--- src/rtl/store_buf_pkg.sv ---
// Shared types for the posted store write buffer: buffered entry layout and drain states.
package store_buf_pkg;

  localparam int BYTES_PER_WORD = 4;
  localparam int ENTRY_AW       = 5;

  typedef struct packed {
    logic [ENTRY_AW-1:0] addr;
    logic [31:0]         data;
  } store_entry_t;

  typedef enum logic {
    IDLE,
    WRITE
  } drain_state_t;

endpackage

--- src/rtl/store_buf_fifo.sv ---
// Circular FIFO of buffered stores; exposes every slot plus a valid mask so the
// top can compare a load address against all pending entries in parallel.
module store_fifo
  import store_buf_pkg::*;
#(
  parameter int  DEPTH = 4,
  localparam int PW    = $clog2(DEPTH),
  localparam int CW    = $clog2(DEPTH + 1),
  localparam int EW    = $bits(store_entry_t)
) (
  input  logic                clk,
  input  logic                rst,
  input  logic                push,
  input  store_entry_t        push_entry,
  input  logic                pop,
  output store_entry_t        head,
  output logic [CW-1:0]       count,
  output logic [DEPTH*EW-1:0] entries_flat,
  output logic [DEPTH-1:0]    valid_mask
);

  store_entry_t  mem_q [DEPTH];
  logic [PW-1:0] wr_ptr;
  logic [PW-1:0] rd_ptr;
  logic [PW-1:0] offs;

  always_ff @(posedge clk) begin
    if (push) begin
      mem_q[wr_ptr] <= push_entry;
    end
  end

  // Pointers wrap naturally because DEPTH is a power of two.
  always_ff @(posedge clk) begin
    if (rst) begin
      wr_ptr <= '0;
      rd_ptr <= '0;
      count  <= '0;
    end else begin
      if (push) wr_ptr <= wr_ptr + 1'b1;
      if (pop)  rd_ptr <= rd_ptr + 1'b1;
      case ({push, pop})
        2'b10:   count <= count + 1'b1;
        2'b01:   count <= count - 1'b1;
        default: count <= count;
      endcase
    end
  end

  assign head = mem_q[rd_ptr];

  always_comb begin
    offs = '0;
    for (int i = 0; i < DEPTH; i++) begin
      entries_flat[i*EW +: EW] = mem_q[i];
      offs                     = PW'(i) - rd_ptr;
      valid_mask[i]            = ({1'b0, offs} < count);
    end
  end

endmodule

--- src/rtl/store_write_buffer.sv ---
// Posted store buffer: queues 32-bit stores and drains them to byte-wide memory,
// MSB byte first, stalling any load that overlaps a still-pending store.
module store_write_buffer
  import store_buf_pkg::*;
#(
  parameter int  DEPTH = 4,
  parameter int  AW    = ENTRY_AW,
  parameter int  DW    = 32,
  localparam int CW    = $clog2(DEPTH + 1)
) (
  input  logic          clk,
  input  logic          rst,
  input  logic          st_valid,
  input  logic [AW-1:0] st_addr,
  input  logic [DW-1:0] st_data,
  output logic          st_ready,
  input  logic          ld_valid,
  input  logic [AW-1:0] ld_addr,
  output logic          ld_stall,
  output logic          mem_we,
  output logic [AW-1:0] mem_addr,
  output logic [7:0]    mem_wdata,
  output logic [CW-1:0] count,
  output logic          empty
);

  localparam int EW = $bits(store_entry_t);

  drain_state_t        state_q, state_d;
  logic [1:0]          byte_idx_q, byte_idx_d, issue_idx;
  logic                push, pop, issue;
  store_entry_t        push_entry, head, cmp_entry;
  logic [DEPTH*EW-1:0] entries_flat;
  logic [DEPTH-1:0]    valid_mask;
  logic [AW-1:0]       byte_addr_d, d_fwd, d_bwd;
  logic [7:0]          byte_d;
  logic                hit;

  assign st_ready   = (count != CW'(DEPTH));
  assign push       = st_valid && st_ready;
  assign push_entry = '{addr: st_addr, data: st_data};

  store_fifo #(.DEPTH(DEPTH)) u_fifo (
    .clk          (clk),
    .rst          (rst),
    .push         (push),
    .push_entry   (push_entry),
    .pop          (pop),
    .head         (head),
    .count        (count),
    .entries_flat (entries_flat),
    .valid_mask   (valid_mask)
  );

  // A byte is issued on every edge that sees a committed entry, so consecutive
  // entries drain without a bubble; the head pops as its last byte is issued.
  assign issue = (count != '0);

  always_comb begin
    state_d    = IDLE;
    issue_idx  = (state_q == WRITE) ? byte_idx_q : 2'd0;
    byte_idx_d = byte_idx_q;
    pop        = 1'b0;
    if (issue) begin
      state_d    = WRITE;
      byte_idx_d = issue_idx + 2'd1;
      pop        = (issue_idx == 2'(BYTES_PER_WORD - 1));
    end
    byte_addr_d = head.addr + AW'(issue_idx);
    byte_d      = '0;
    unique case (issue_idx)
      2'd0: byte_d = head.data[31:24];
      2'd1: byte_d = head.data[23:16];
      2'd2: byte_d = head.data[15:8];
      2'd3: byte_d = head.data[7:0];
    endcase
  end

  always_ff @(posedge clk) begin
    if (rst) begin
      state_q    <= IDLE;
      byte_idx_q <= '0;
      mem_addr   <= '0;
      mem_wdata  <= '0;
    end else begin
      state_q    <= state_d;
      byte_idx_q <= byte_idx_d;
      if (issue) begin
        mem_addr  <= byte_addr_d;
        mem_wdata <= byte_d;
      end
    end
  end

  assign mem_we = (state_q == WRITE);
  assign empty  = (count == '0) && !mem_we;

  // Overlap is a modular distance of at most three bytes in either direction.
  always_comb begin
    hit       = 1'b0;
    cmp_entry = '0;
    d_fwd     = '0;
    d_bwd     = '0;
    for (int i = 0; i < DEPTH; i++) begin
      cmp_entry = entries_flat[i*EW +: EW];
      d_fwd     = cmp_entry.addr - ld_addr;
      d_bwd     = ld_addr - cmp_entry.addr;
      if (valid_mask[i] && ((d_fwd <= AW'(BYTES_PER_WORD - 1)) ||
                            (d_bwd <= AW'(BYTES_PER_WORD - 1)))) begin
        hit = 1'b1;
      end
    end
    ld_stall = ld_valid && hit;
  end

endmodule

--- config.mk ---
export PLATFORM = sky130hd
export DESIGN_NAME = store_write_buffer
export DESIGN_NICKNAME = d
export VERILOG_FILES = /design/src/rtl/store_buf_pkg.sv /design/src/rtl/store_buf_fifo.sv /design/src/rtl/store_write_buffer.sv
export SDC_FILE = /design/constraint.sdc
export NUM_CORES = 1
export LEC_CHECK = 0
export CAP_MARGIN = 20
export CORE_UTILIZATION = 60
export DETAILED_ROUTE_END_ITERATION = 7
export GPL_TIMING_DRIVEN = 0
export PLACE_DENSITY = 0.82
export SYNTH_ARGS = -nofsm -noshare
export SYNTH_HDL_FRONTEND = slang
export SYNTH_SLANG_ARGS = --single-unit
--- constraint.sdc ---
create_clock -name clk -period 7.65 [get_ports clk]
set_input_delay 1.9125 -clock clk [delete_from_list [all_inputs] [get_ports clk]]
set_output_delay 1.9125 -clock clk [all_outputs]
set_load 0.02 [all_outputs]
==> results.json, run 1 <==
{
  "ys_warn_count": 0,
  "whs_ps": 462.0,
  "slew_violations": 0,
  "grt_use_met1_pct": 30.50,
  "logic_family": "multiplexers",
  "yosysTopAreaCellShare_pct": 53.92,
  "ys_ff": 173,
  "clockNetworkAreaShare_pct": 5.629,
  "num_io_pins": 66,
  "log.warning_count": 62,
  "grt_pass1_vias": 5034,
  "relSlewSlack_pct": 44.30,
  "hold_buffers": 0,
  "grt_max_degree": 36,
  "grt_overflow_total": 0,
  "taps": 176,
  "ys_sh_simple_pct": 5.586,
  "period_minus_slack_ps": 7393,
  "regMostFlops": "u_fifo.mem_q",
  "mostFrequentLayoutCells": "148 x edfxtp_1, 63 x clkdlybuf4s50_1, 47 x ha_1",
  "largest_cell_class": "flip-flops and latches",
  "p_leak_nw": 3.501,
  "reg.largest.list": "u_fifo.mem_q (148), mem_wdata (8), mem_addr (5)",
  "cts-resized-gates": 1,
  "clock_path_buffers": 2,
  "drt-vias-per-instance": 5.912,
  "status": "finished clean",
  "intPower_mw": 1.632
}
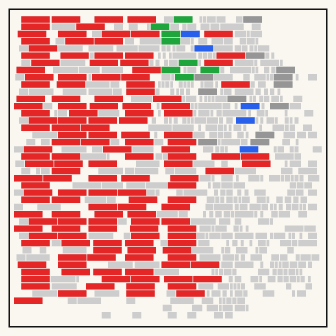
Fig. 1. Where the registers sit (run 1).
Red stands for `u_fifo.mem_q`, flops 148. Green stands for `mem_wdata`, flops 8, where north. Blue stands for `mem_addr`, flops 5.
Another 12 sequential cells are not coloured.
Seq power: 1.10 mW
Seq/total area: 50.79%

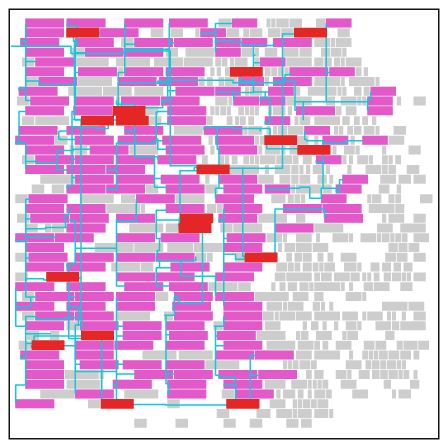
Fig. 2. Clock network drawn from the DEF (run 1).
Red stands for clock-net drivers, count 17. Magenta stands for flip-flops, count 173. Cyan stands for clock wires, length 1,730 microns.
There are 18 routed clock nets.
power in the clock group: 0.798 mW
Clock Power Share: 37.2%
clk_skew: 9.347 ps

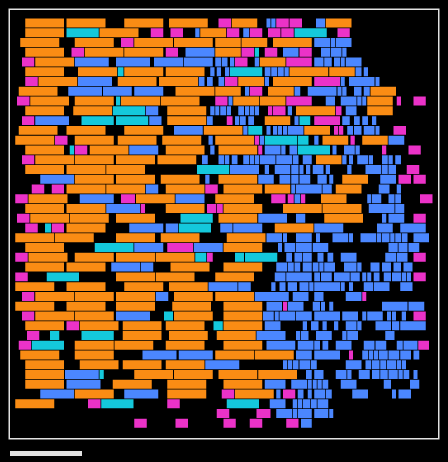
Fig. 3. Placed cells, one colour a class (run 1).
Scale bar: 20 microns.
Magenta stands for remaining buffers and delay cells, cells 91, share of their area 9.0%. Cyan stands for clock drivers and dummy loads, cells 32, share of their area 5.8%. Blue stands for remaining logic cells, cells 358, share of their area 33%. Orange stands for registers, cells 173, share of their area 52%.
Core ar.: 0.01330 sq mm
Finished Core Util: 73.23%
num rows: 42

==> inputs of run 2 (changes only) <==
Settings changed: ABC_CLOCK_PERIOD_IN_PS from default to 7650, CAP_MARGIN 20 to default.
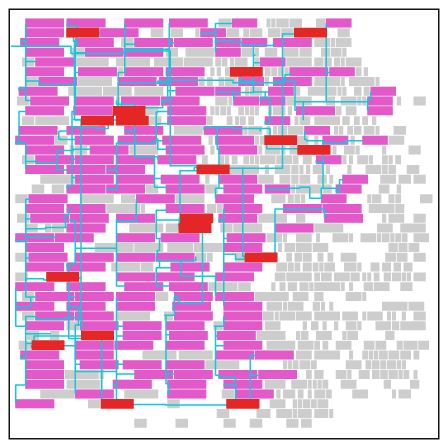
Fig. 4. Clock network drawn from the DEF (run 2).
Red stands for clock-net drivers, count 17. Magenta stands for flip-flops, count 173. Cyan stands for clock wires, length 1,730 microns.
There are 18 routed clock nets.
Clock Latency Late Sink: 430 ps

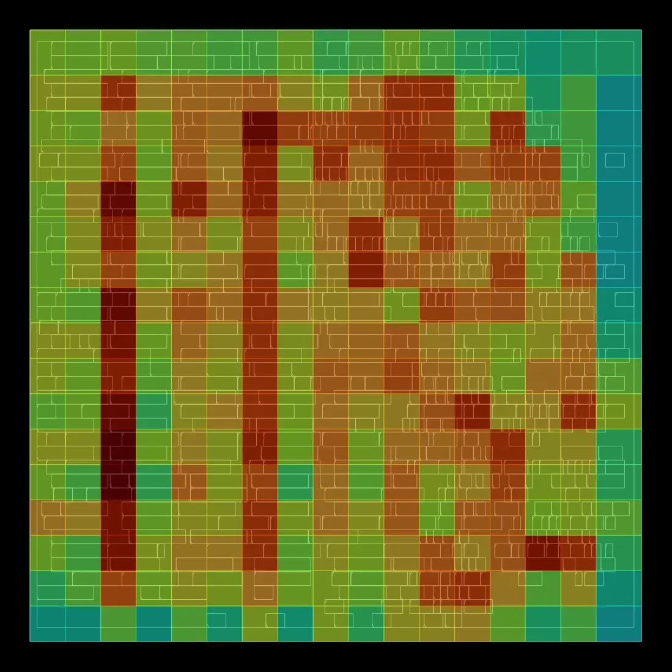
Fig. 5. Routing congestion map (run 2).
routed length per instance: 20.44 microns
gr usage total: 25.41%
met1 usage: 30.50%
GR peak layer: met2
met3 usage: 5.029%

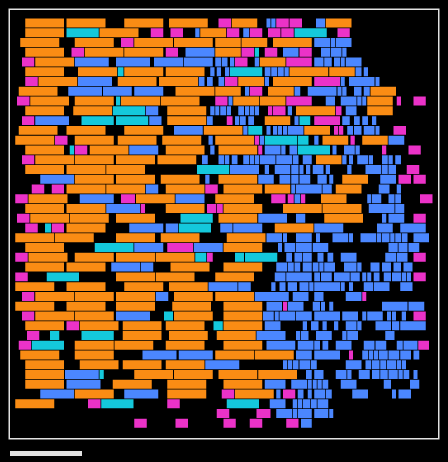
Fig. 6. Placed cells, one colour a class (run 2).
Scale bar: 20 microns.
Orange stands for registers, cells 173, share of their area 52%. Magenta stands for remaining buffers and delay cells, cells 91, share of their area 9.0%. Cyan stands for clock drivers and dummy loads, cells 32, share of their area 5.8%. Blue stands for remaining logic cells, cells 358, share of their area 33%.
final instance area: 0.009736 sq mm

==> results.json, run 2 <==
{
  "period_minus_slack_ps": 7393,
  "power_mw": 2.145,
  "slew_violations": 0,
  "num_rows": 42,
  "clockNetworkAreaShare_pct": 5.629,
  "status": "finished clean",
  "regMostFlops": "u_fifo.mem_q",
  "relSlewSlack_pct": 44.30,
  "whs_ps": 462.0,
  "reg.largest.list": "u_fifo.mem_q (148), mem_wdata (8), mem_addr (5)",
  "p_leak_nw": 3.501,
  "drt-vias-per-instance": 5.912,
  "grt_overflow_total": 0,
  "synthesis.area_sq_mm": 0.008243,
  "finClkSkew_ps": 9.347,
  "grt_max_degree": 36,
  "ys_warn_count": 0,
  "seq_power_mw": 1.10,
  "largest_cell_class": "flip-flops and latches",
  "clock_path_buffers": 2,
  "logic_family": "multiplexers",
  "ys_sh_simple_pct": 5.586,
  "seq-cell-share_pct": 50.79,
  "taps": 176,
  "pwr-share-clk_pct": 37.2,
  "mostFrequentLayoutCells": "148 x edfxtp_1, 63 x clkdlybuf4s50_1, 47 x ha_1",
  "num_io_pins": 66,
  "hold_buffers": 0,
  "yosysTopAreaCellShare_pct": 53.92,
  "core_area_sq_mm": 0.01330
}
Fig. 7: run 2, where the registers sit
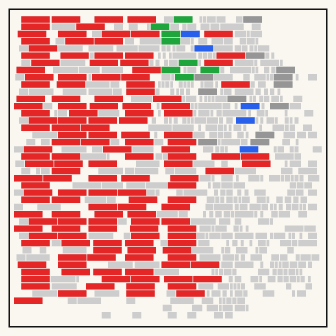

==> inputs of run 3 (changes only) <==
Settings changed: CORE_MARGIN from default to 1, CORE_UTILIZATION 60 to 25, CTS_CLUSTER_SIZE from default to 20, PLACE_DENSITY 0.82 to default.
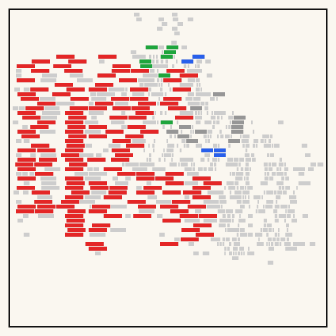
Fig. 8. Where the registers sit (run 3).
Blue stands for `mem_addr`, flops 5. Green stands for `mem_wdata`, flops 8, where north. Red stands for `u_fifo.mem_q`, flops 148.
Reg area: 0.004945 sq mm
Finished Core Util: 31.45%
Seq/total area: 48.45%

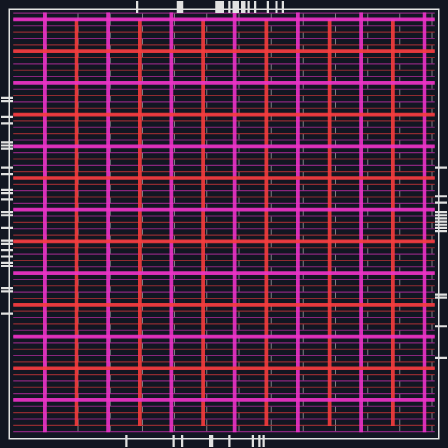
Fig. 9. Power grid (run 3).
Pins as bars on the die edge. Tap cells in grey.
Magenta stands for VSS. Red stands for VDD.
66 signal pins sit on the boundary. 67 met1 rails follow the rows. 13 straps on met5. 442 tap cells.
die height: 183.6 microns
Max IR drop VDD: 0.2007 mV

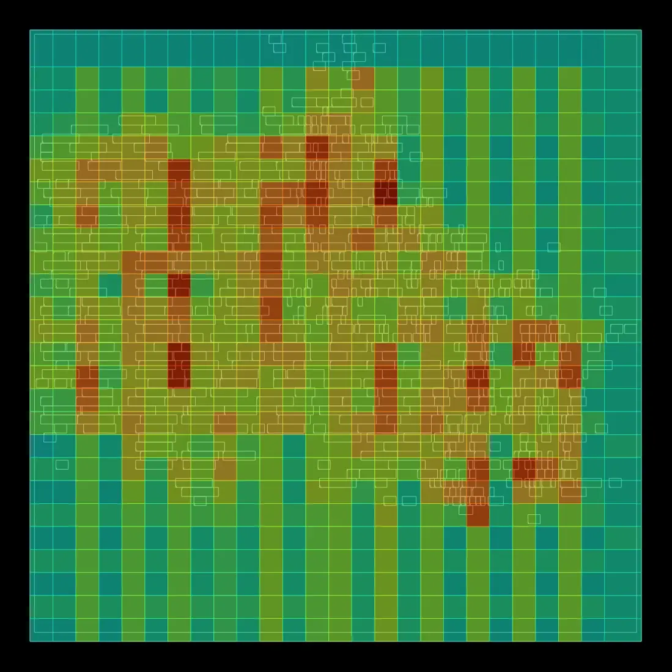
Fig. 10. Routing congestion map (run 3).
routed length per instance: 16.64 microns
met2 Usage GRT: 19.20%
met3 usage: 2.595%

==> results.json, run 3 <==
{
  "status": "finished clean",
  "grt_pass1_vias": 4892,
  "n_fill_cell": 3164,
  "relSlewSlack_pct": 43.38,
  "grt_overflow_total": 0,
  "drt-vias-per-instance": 4.350,
  "gr-max-usage-layer": "met2",
  "grt_max_degree": 34,
  "grt_use_met1_pct": 14.59,
  "synthesis.area_sq_mm": 0.008243,
  "pwr-share-clk_pct": 42.0,
  "power_mw": 2.320,
  "intPower_mw": 1.777,
  "root_buffer": "clkbuf_16",
  "pwr.group.clock_mw": 0.974,
  "num_io_pins": 66,
  "num_rows": 66,
  "largest_cell_class": "flip-flops and latches",
  "ys_seq_share_pct": 59.99,
  "ys_warn_count": 0,
  "timing.rr.end": "u_fifo.count[2]",
  "taps": 442,
  "ys_cells": 554,
  "synth.distinct_cells": 52,
  "core_area_sq_mm": 0.03245,
  "logic_family": "multiplexers",
  "regMostFlops": "u_fifo.mem_q",
  "period_minus_slack_ps": 7423,
  "finClkSkew_ps": 17.56,
  "reg.largest.list": "u_fifo.mem_q (148), mem_wdata (8), mem_addr (5)",
  "combPwrFrac_pct": 10.8,
  "clock_path_buffers": 2,
  "routedLengthMet1_microns": 8406,
  "clockNetworkAreaShare_pct": 6.608,
  "stdcell_area_sq_mm": 0.01021,
  "hold_buffers": 0,
  "p_leak_nw": 3.573,
  "cts-resized-gates": 1,
  "slew_violations": 0,
  "final_cells": 1097,
  "seq_power_mw": 1.10,
  "synthCells": 554,
  "ys_ff": 173,
  "yosysTopAreaCellShare_pct": 53.92,
  "whs_ps": 456.6,
  "log.warning_count": 61,
  "mostFrequentLayoutCells": "148 x edfxtp_1, 63 x clkdlybuf4s50_1, 47 x ha_1"
}
Power figures rest on the tool's default switching activity, not on a simulated workload.
